`src/rtl/planta_tanque.sv`:
```
// Tank plant model: level, mixer timer, quality sample, alarm latch.
// Optional leak enabled with `define PLANTA_VAZAMENTO_EN.
module planta_tanque #(
  parameter int LVL_W      = 8,
  parameter int FULL_LVL   = 200,
  parameter int LOW_LVL    = 20,
  parameter int FILL_RATE  = 4,
  parameter int DRAIN_RATE = 5,
  parameter int MIX_CYCLES = 16,
  parameter int MIX_W      = 8
`ifdef PLANTA_VAZAMENTO_EN
  ,
  parameter int LEAK_PERIOD = 8
`endif
) (
  input  logic             clock,
  input  logic             reset_n,
  input  logic             MOTOR,
  input  logic             EV,
  input  logic             VE,
  input  logic             ALARME,
  input  logic             quality_in,
  input  logic             ack_alarm,
  output logic             PG,
  output logic             EB,
  output logic             CQ,
  output logic             CH,
  output logic             RO,
  output logic [LVL_W-1:0] level,
  output logic             alarm_latched
);

  localparam int SW = LVL_W + 2;

  localparam logic [LVL_W-1:0] FULL_V =
    LVL_W'(FULL_LVL);
  localparam logic [LVL_W-1:0] LOW_V =
    LVL_W'(LOW_LVL);
  localparam logic signed [SW-1:0] LVL_MAX =
    SW'((1 << LVL_W) - 1);
  localparam logic signed [SW-1:0] FILL_S =
    SW'(FILL_RATE);
  localparam logic signed [SW-1:0] DRAIN_S =
    SW'(DRAIN_RATE);
  localparam logic [MIX_W-1:0] MIX_LAST =
    MIX_W'(MIX_CYCLES - 1);

  typedef enum logic [1:0] {
    S_IDLE,
    S_MIXING,
    S_DONE
  } mix_st_e;

  mix_st_e          state_q, state_d;
  logic [LVL_W-1:0] level_q, level_d;
  logic [MIX_W-1:0] mix_cnt_q, mix_cnt_d;
  logic             ch_q, ch_d;
  logic             ro_q, ro_d;
  logic             alarm_q, alarm_d;

  logic             ev_eff;
  logic             leak;
  logic signed [SW-1:0] fill_s;
  logic signed [SW-1:0] drain_s;
  logic signed [SW-1:0] leak_s;
  logic signed [SW-1:0] sum;

  // inlet is blocked while an alarm is pending
  assign ev_eff = EV & ~alarm_q;

`ifdef PLANTA_VAZAMENTO_EN
  localparam int LW = $clog2(LEAK_PERIOD + 1);
  localparam logic [LW-1:0] LEAK_LAST =
    LW'(LEAK_PERIOD - 1);

  logic [LW-1:0] leak_cnt_q, leak_cnt_d;

  // free-running leak period counter
  always_comb begin
    leak       = (leak_cnt_q == LEAK_LAST);
    leak_cnt_d = leak ? '0 : leak_cnt_q + LW'(1);
  end

  // leak counter register
  always_ff @(posedge clock or negedge reset_n) begin
    if (!reset_n) leak_cnt_q <= '0;
    else          leak_cnt_q <= leak_cnt_d;
  end
`else
  assign leak = 1'b0;
`endif

  // signed level sum, saturated to the counter range
  always_comb begin
    fill_s  = ev_eff ? FILL_S : '0;
    drain_s = VE ? DRAIN_S : '0;
    leak_s  = leak ? SW'(1) : '0;
    sum     = $signed({2'b00, level_q})
            + fill_s - drain_s - leak_s;
    level_d = sum[LVL_W-1:0];
    if (sum < 0)
      level_d = '0;
    else if (sum > LVL_MAX)
      level_d = '1;
  end

  // mixer FSM next state, quality sample, alarm latch
  always_comb begin
    state_d   = state_q;
    mix_cnt_d = mix_cnt_q;
    ro_d      = 1'b0;
    ch_d      = 1'b0;
    alarm_d   = alarm_q;
    if (level_q == '0) begin
      state_d   = S_IDLE;
      mix_cnt_d = '0;
    end else if (state_q != S_IDLE && ev_eff) begin
      state_d   = S_IDLE;
      mix_cnt_d = '0;
    end else begin
      unique case (state_q)
        S_IDLE: begin
          mix_cnt_d = '0;
          if (MOTOR) begin
            state_d   = S_MIXING;
            mix_cnt_d = MIX_W'(1);
          end
        end
        S_MIXING: begin
          if (MOTOR) begin
            if (mix_cnt_q == MIX_LAST)
              state_d = S_DONE;
            else
              mix_cnt_d = mix_cnt_q + MIX_W'(1);
          end
        end
        S_DONE: begin
          if (VE) begin
            state_d   = S_IDLE;
            mix_cnt_d = '0;
          end
        end
        default: begin
          state_d   = S_IDLE;
          mix_cnt_d = '0;
        end
      endcase
    end
    if (state_d == S_DONE) begin
      ch_d = 1'b1;
      ro_d = (state_q == S_DONE) ? ro_q
                                 : quality_in;
    end
    if (ALARME)
      alarm_d = 1'b1;
    else if (ack_alarm)
      alarm_d = 1'b0;
  end

  // plant state registers
  always_ff @(posedge clock or negedge reset_n) begin
    if (!reset_n) begin
      state_q   <= S_IDLE;
      level_q   <= '0;
      mix_cnt_q <= '0;
      ch_q      <= 1'b0;
      ro_q      <= 1'b0;
      alarm_q   <= 1'b0;
    end else begin
      state_q   <= state_d;
      level_q   <= level_d;
      mix_cnt_q <= mix_cnt_d;
      ch_q      <= ch_d;
      ro_q      <= ro_d;
      alarm_q   <= alarm_d;
    end
  end

  assign level         = level_q;
  assign PG            = (level_q >= FULL_V);
  assign EB            = (level_q == '0);
  assign CQ            = (level_q <= LOW_V);
  assign CH            = ch_q;
  assign RO            = ro_q;
  assign alarm_latched = alarm_q;

endmodule

```
`config.mk`:
```
export PLATFORM = sky130hd
export DESIGN_NAME = planta_tanque
export DESIGN_NICKNAME = d
export VERILOG_FILES = /design/src/rtl/planta_tanque.sv
export SDC_FILE = /design/constraint.sdc
export NUM_CORES = 1
export LEC_CHECK = 0
export ABC_AREA = 1
export ABC_CLOCK_PERIOD_IN_PS = 1930
export CAP_MARGIN = 15
export CORE_AREA = 2 2 70 72
export DETAILED_ROUTE_END_ITERATION = 6
export DIE_AREA = 0 0 72 74
export HOLD_SLACK_MARGIN = 0.02
export REMOVE_ABC_BUFFERS = 1
export SLEW_MARGIN = 20
export SYNTH_ARGS = -nofsm -noshare
export SYNTH_HDL_FRONTEND = slang
export SYNTH_SLANG_ARGS = --single-unit
export TNS_END_PERCENT = 10
```
`constraint.sdc`:
```
create_clock -name clock -period 1.93 [get_ports clock]
set_input_delay 0.193 -clock clock [delete_from_list [all_inputs] [get_ports clock]]
set_output_delay 0.193 -clock clock [all_outputs]
set_load 0.01 [all_outputs]
```
Run 1, register map, names as in the netlist:
Other sequential cells in the stronger grey, the rest of the logic in the fainter grey.
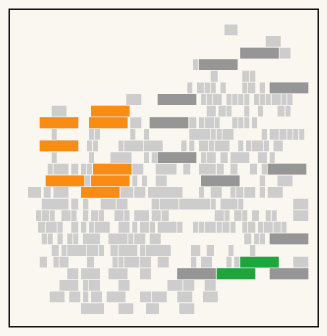
Key: orange = `level` [flops 8]; green = `state_q` [flops 2]
Another 11 sequential cells are not coloured.

Run 1, routing congestion map:
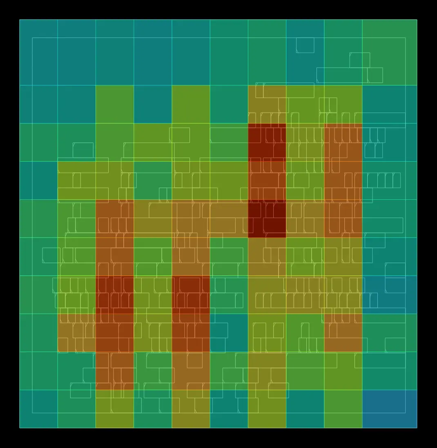
drt wl/cell: 11.4 um
met3 global-route usage: 2.57%
met2 Use GR: 26.7%
layer with the highest usage: met2

Run 1, clock wires, drivers and flops:
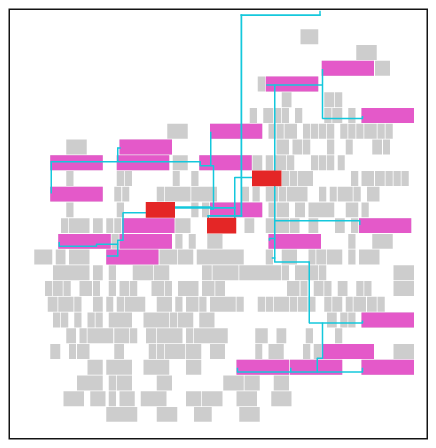
Key: magenta = flip-flops [count 21]; cyan = clock wires [length 305 um]; red = clock drivers [count 3]
There are 4 routed clock nets.

==> results_dict.tcl, run 1 <==
# yosys + openroad results
set metrics [dict create \
    status "finished, violations left" \
    violations "setup timing" \
    fin_ws_ps -143 \
    crit_type "flip-flop to flip-flop" \
    n_fill_cell 457 \
    setup_viol 8 \
    p_per_area_nw_per_um2 1300 \
    postSynthSeqShare_pct 33.5 \
    worstPathRequired_ps 2080 \
    fa_ha_area_share_pct 12.9 \
    htree_levels 1 \
    nNetsFinal 286 \
    clk_latency_ps 260 \
    cp_slowest_cell "fa_1" \
    die_h_um 74 \
    cp_max_fo 9 \
    top_logic_kind "simple AND/OR/NAND/NOR gates" \
    r2r-end "level[4]" \
    crit_family "adder cells" \
    cp.arrival_ps 2220 \
    tool_warnings 31 \
    ys_sh_aoi_pct 6.30 \
    hpwl_um 2910 \
]
==> run 1: stage by stage <==
stage | instance area (um^2) | util [%] | setup TNS [ps] | cells | hold slack, ps
2_1_floorplan | 1560 | - | -2180 | 216 | -103
3_3_place_gp | 2000 | 43.5 | -4570 | 312 | 519
3_5_place_dp | 2000 | 43.5 | -4800 | 312 | 521
4_1_cts | 2070 | 45.1 | -1200 | 316 | 277
5_1_grt | 2080 | 45.1 | -2170 | 316 | 297
6_report | 2080 | 45.1 | -1110 | 316 | 263
==> run 1: final cells by class <==
type	instances	area, um^2	share of cell area, %
repair buffers	42	364	17.5
inverters	31	116	5.61
flip-flops and latches	21	526	25.3
clock buffers	4	45.0	2.17
well taps	54	67.6	3.25
multi-input cells	164	957	46.1
==> run 1: synthesized netlist by cell type (all sizes together) <==
| cell | n |
|---|---|
| nand2 | 68 |
| inv | 31 |
| nand3 | 30 |
| dfrtp | 21 |
| nor2 | 21 |
| ha | 13 |
| nand4 | 9 |
| a21oi | 6 |
| o21ai | 3 |
| or2 | 3 |
| fa | 2 |
| o21bai | 2 |
| a21boi | 1 |
| a21o | 1 |
| buf | 1 |
| nand3b | 1 |
| o211ai | 1 |
| o21a | 1 |
| o41ai | 1 |
| xor2 | 1 |
==> run 1: flip-flops by register name (all words and copies together) (netlist names) <==
name,flops
level,8
mix_cnt_q,8
state_q,2
CH,1
RO,1
alarm_latched,1
==> run 1: worst max-delay path by stage <==
stage,from,to,slack (ps),cells after the start
CTS,alarm_latched,level[1],-150,11
floorplan,alarm_latched,level[0],-270,11
global placement,EV,level[0],-570,11
finish,alarm_latched,level[4],-140,11
global route,alarm_latched,level[2],-280,11
detailed placement,EV,level[1],-600,11
==> run 1: routing by layer <==
metal | up-vias | global-route usage [%]
li1 | 801 | -
met1 | 664 | 19.0
met2 | 24 | 26.7
met3 | 2 | 2.57
met4 | 0 | 4.19
met5 | - | 0
==> run 1: cells in the final DEF, fill, tap and decap left out <==
master | synthesis | final
a21boi_0 | 1 | 1
a21o_1 | 1 | 1
a21oi_1 | 6 | 6
buf_4 | 0 | 21
clkbuf_1 | 0 | 1
clkbuf_8 | 0 | 3
clkdlybuf4s50_1 | 0 | 18
dfrtp_1 | 21 | 21
dlygate4sd2_1 | 0 | 3
fa_1 | 2 | 1
fa_2 | 0 | 1
ha_1 | 13 | 12
ha_2 | 0 | 1
inv_1 | 30 | 27
inv_2 | 1 | 4
nand2_1 | 65 | 62
nand2_2 | 1 | 3
nand2_4 | 2 | 3
nand3_1 | 27 | 25
nand3_2 | 2 | 4
nand3_4 | 1 | 1
nand3b_1 | 1 | 1
nand4_1 | 9 | 9
nor2_1 | 19 | 19
nor2_2 | 2 | 2
o211ai_1 | 1 | 1
o21a_1 | 1 | 1
o21ai_0 | 2 | 2
o21ai_1 | 1 | 1
o21bai_1 | 2 | 2
o41ai_2 | 0 | 1
or2_1 | 1 | 1
or2_2 | 2 | 2
xor2_1 | 1 | 1
==> run 1: kinds of logic (layout without fill, tap and decap cells) <==
group           count (synthesis)  after routing
fa+ha+maj                      15             15
compound gates                 16             16
buf+inv                        32             77
xor+xnor                        1              1
flops                          21             21
simple gates                  132            132
Run 1, placement by cell class:
Bar = 20 um.
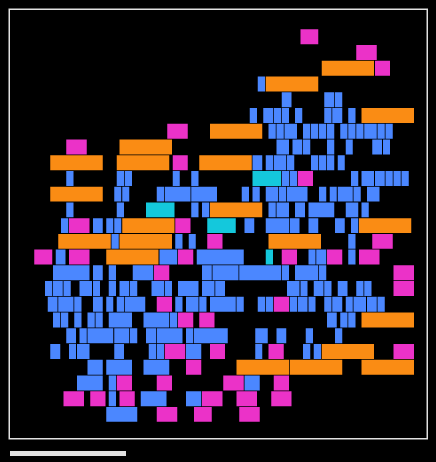

==> run 1 -> run 2 <==
ABC_AREA = not set   (was 1)
CORE_AREA = 2 2 68 70   (was 2 2 70 72)
DIE_AREA = 0 0 70 72   (was 0 0 72 74)
Run 2, placement by cell class:
Bar = 20 um.
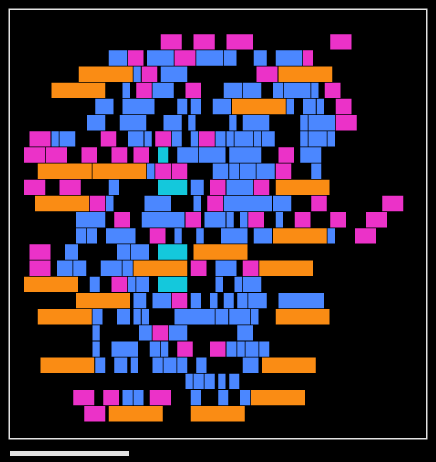
Key: magenta = remaining buffers and delay cells [cells 56]; cyan = clock drivers and dummy loads [cells 4]; orange = sequential cells [cells 21]; blue = combinational and other logic [cells 137]

Run 2, register map, names as in the netlist:
Other sequential cells in the stronger grey, the rest of the logic in the fainter grey.
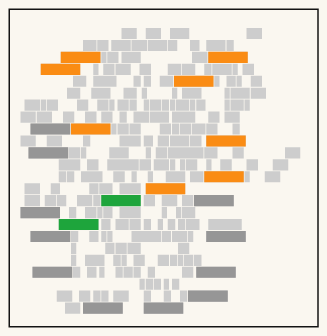
Key: orange = `level` [flops 8]; green = `state_q` [flops 2]
Another 11 sequential cells are not coloured.

==> results_dict.tcl, run 2 <==
# yosys + openroad results
set metrics [dict create \
    most_common_cell "dfrtp_1" \
    violations "setup timing" \
    post_dp_cell_area_um2 1980 \
    grt_usage_pct 15.0 \
    io_pins 22 \
    hpwl_um 2740 \
    cp_max_fo 3 \
    fin_area_um2 2080 \
    die_h_um 72 \
    tool_warnings 31 \
    cp-start-kind "primary input" \
    worstPathRequired_ps 2080 \
    worstHoldPathType "primary input to asynchronous set/reset pin" \
    report.final.hold_viol_count 0 \
    avgSynthCellArea_um2 9.10 \
    status "finished, violations left" \
    cp.arrival_ps 2610 \
    num_vias 1361 \
    ff_type "dfrtp_1" \
    peakVddDrop_uv 645 \
    top_logic_kind "simple AND/OR/NAND/NOR gates" \
    nNetsFinal 242 \
    synth-edff-count 0 \
    n_fill_cell 413 \
    clk_latency_ps 260 \
    wire_per_inst_um 13.3 \
    fp_util_pct 34.4 \
    fa_ha_area_share_pct 13.8 \
    setup_viol 9 \
    common_cells "21 x dfrtp_1, 19 x a21oi_1, 18 x inv_1" \
    layout_top_cell "buf_4" \
    layout-drive-gt1-share_pct 30.7 \
    async_flop_share_pct 100 \
    p_per_area_nw_per_um2 1640 \
    postSynthSeqShare_pct 35.9 \
    htree_levels 1 \
    grt_max_degree 22 \
    top_area_cell "dfrtp_1" \
    fmax_mhz 406 \
    rows 24 \
    yosysTopAreaCellShare_pct 35.9 \
    final_cell_mix "35 x buf_4, 21 x dfrtp_1, 19 x clkdlybuf4s50_1, 16 x inv_1, 14 x a21oi_1" \
    crit_type "primary input to flip-flop" \
    fin_ws_ps -534 \
    ys_sh_aoi_pct 20.0 \
    grt_pass1_vias 1361 \
    p_leak_nw 0.985 \
]
[run 2: cell count changes in the layout (fill, tap and decap cells not counted), sizes merged, moves of 5 or more]
cell / before / now
nand2: 68 / 10
nand3: 30 / 7
buf: 21 / 35
a21oi: 6 / 19
inv: 31 / 19
nor2: 21 / 10
nor3: 0 / 10
nand4: 9 / 2
xnor2: 0 / 5
[run 2: critical path, cell delays in order]
cell and delay (ps):
clkdlybuf4s50_1 460, nor2b_4 140, inv_2 50, fa_1 490, inv_2 50, ha_1 270
a21o_1 180, o2111ai_2 240, buf_4 150, nand2_1 60, xnor2_1 250, a21oi_2 90
[run 2: power by group through the flow]
| stage | logic [mW] | registers, mW | clock network, mW |
|---|---|---|---|
| detailed placement | 2.19 | 0.666 | 0 |
| floorplan | 1.14 | 0.717 | 0 |
| global route | 2.70 | 0.676 | 0.326 |
| CTS | 2.28 | 0.656 | 0.310 |
| finish | 2.47 | 0.657 | 0.296 |
| global placement | 2.17 | 0.665 | 0 |
[run 2: kinds of logic after synthesis]
family | Yosys count
fa+ha+maj | 15
xor+xnor | 5
flops | 21
simple gates | 54
buf+inv | 22
compound gates | 44
[run 2: metrics by stage]
| stage | hold slack (ps) | TNS [ps] | worst slack, ps | util [%] | cells |
|---|---|---|---|---|---|
| floorplan | -103 | -6280 | -738 | - | 158 |
| global placement | 534 | -7380 | -929 | 46.4 | 266 |
| detailed placement | 545 | -7230 | -908 | 46.4 | 266 |
| CTS | 281 | -4280 | -514 | 47.9 | 270 |
| global route | 297 | -5320 | -659 | 48.8 | 270 |
| finish | 268 | -4300 | -534 | 48.8 | 270 |
[run 2: area by class of cell]
cell class / count / area [um^2] / share of cell area [%]
multi-input cells: 118 / 901 / 43.3
flip-flops and latches: 21 / 526 / 25.3
inverters: 19 / 71.3 / 3.43
repair buffers: 56 / 470 / 22.6
well taps: 52 / 65.1 / 3.13
clock buffers: 3 / 41.3 / 1.99
clock inverters: 1 / 5.00 / 0.241
[run 2: final timing paths]
path                            cells after the start     startpoint       endpoint
worst max-delay path                               12             EV       level[6]
worst min-delay path                                2        reset_n   mix_cnt_q[1]
worst max register to register                     11  alarm_latched       level[6]
worst min register to register                      2   mix_cnt_q[1]   mix_cnt_q[1]
max in group asynchronous                           2        reset_n       level[5]
min in group clock                                  2         ALARME  alarm_latched
[run 2: what timing repair did]
item | CTS | global route
pin swaps | 3 | 4
resized | 10 | 11
setup endpoints to repair | 10 | 12
hold endpoints to repair | 0 | 0
[run 2: per-layer routing]
layer	wire [um]	vias to the layer above	track usage (%)	part of all wire, %
met4	44	0	5.34	1.2
met5	0	-	0	0
li1	-	679	-	-
met1	1740	655	19.9	48
met3	116	4	2.08	3.2
met2	1700	23	25.2	47
==> run 2 -> run 3 <==
GPL_ROUTABILITY_DRIVEN = 0   (was not set)
Run 3, placement by cell class:
Bar = 20 um.
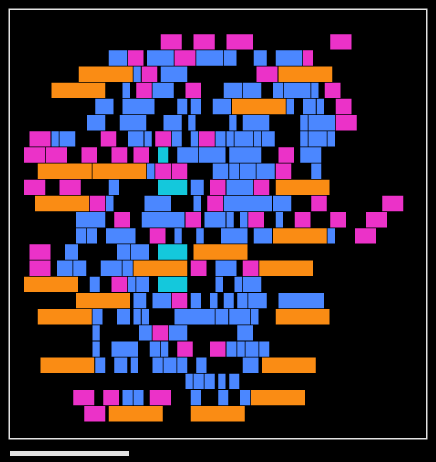
Key: cyan = clock drivers and dummy loads [cells 4]; orange = sequential cells [cells 21]; blue = combinational and other logic [cells 137]; magenta = remaining buffers and delay cells [cells 56]

Run 3, clock wires, drivers and flops:
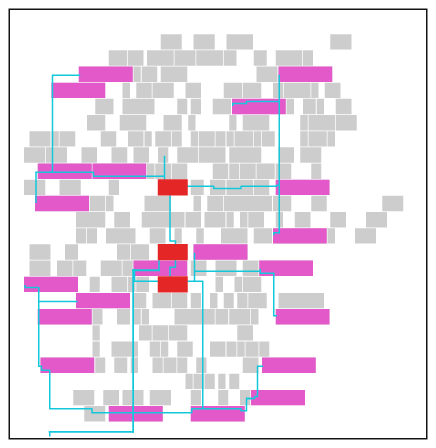
Key: magenta = flip-flops [count 21]; cyan = clock wires [length 321 um]; red = clock drivers [count 3]
There are 4 routed clock nets.

==> results_dict.tcl, run 3 <==
# yosys + openroad results
set metrics [dict create \
    report.final.hold_viol_count 0 \
    cp-startpoint "EV" \
    r2r_cells 11 \
    violations "setup timing" \
    crit_type "primary input to flip-flop" \
    ff_type "dfrtp_1" \
    nNetsFinal 242 \
    cp.arrival_ps 2610 \
    ys_sh_aoi_pct 20.0 \
    n_fill_cell 413 \
    yosysTopAreaCellShare_pct 35.9 \
    post_dp_cell_area_um2 1980 \
    cp-start-kind "primary input" \
    p_leak_nw 0.985 \
    postSynthSeqShare_pct 35.9 \
    htree_levels 1 \
    status "finished, violations left" \
    whs_ps 268 \
    layout-drive-gt1-share_pct 30.7 \
    fin_ws_ps -534 \
    io_pins 22 \
    cp_max_fo 3 \
    grt_max_degree 22 \
    rows 24 \
    dpl.cell_count 266 \
    common_cells "21 x dfrtp_1, 19 x a21oi_1, 18 x inv_1" \
    setup_viol 9 \
    layout_top_cell "buf_4" \
    place_ws_ps -908 \
    worstHoldPathType "primary input to asynchronous set/reset pin" \
    async_flop_share_pct 100 \
    synth-edff-count 0 \
    die_h_um 72 \
    most_common_cell "dfrtp_1" \
    clk_latency_ps 260 \
    hpwl_um 2740 \
    top_area_cell "dfrtp_1" \
    grt_pass1_vias 1361 \
]
==> run 3: cell counts after synthesis <==
No cell type changed its count.
==> run 3: timing repair <==
action,CTS,global route
pin swaps,3,4
gates resized,10,11
setup buffers,0,0
setup endpoints to repair,10,12
==> run 3: path summary, 6_finish.rpt <==
path	endpoint
worst max-delay path	level[6]
worst min-delay path	mix_cnt_q[1]
worst max register to register	level[6]
worst min register to register	mix_cnt_q[1]
max in group asynchronous	level[5]
min in group clock	alarm_latched
==> run 3: critical path, stage by stage <==
cell,delay (ps)
clkdlybuf4s50_1,460
nor2b_4,140
inv_2,50
fa_1,490
inv_2,50
ha_1,270
a21o_1,180
o2111ai_2,240
buf_4,150
nand2_1,60
xnor2_1,250
a21oi_2,90
==> run 3: power breakdown <==
group          internal [mW]  switching [mW]
Combinational           1.29            1.18
Clock                  0.144           0.152
Sequential             0.573          0.0840
Total                   2.00            1.42
==> run 3: stage by stage <==
| stage | setup TNS (ps) | util, % |
|---|---|---|
| after detailed placement | -7230 | 46.4 |
| final | -4300 | 48.8 |
| after floorplan | -6280 | - |
| after global placement | -7380 | 46.4 |
| after CTS | -4280 | 47.9 |
| after global routing | -5320 | 48.8 |
==> run 3: per-layer routing <==
layer	wire length, um	vias up	global-route usage, %
met5	0	-	0
met4	44	0	5.34
met3	116	4	2.08
met2	1700	23	25.2
met1	1740	655	19.9
li1	-	679	-
==> run 3: logic make-up after synthesis <==
logic type / Yosys count
simple gates: 54
fa+ha+maj: 15
compound gates: 44
buf+inv: 22
xor+xnor: 5
flops: 21
==> run 3: cell type report <==
cell class                 count  area (um^2)  share of cell area (%)
clock inverter                 1         5.00                   0.241
timing repair buffer          56          470                    22.6
multi-input combinational    118          901                    43.3
tap                           52         65.1                    3.13
clock buffer                   3         41.3                    1.99
sequential                    21          526                    25.3
inverter                      19         71.3                    3.43

==> gallery <==
Supply network.
Pins as bars on the die edge. Tap cells in grey.
panel A
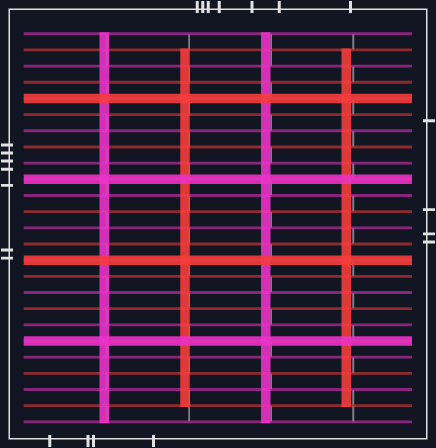
panel B
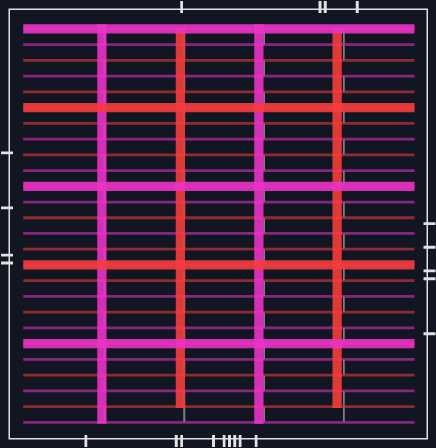
For run 3, see panel A.
For run 1, see panel B.

Power is estimated from default activity; no workload was simulated.
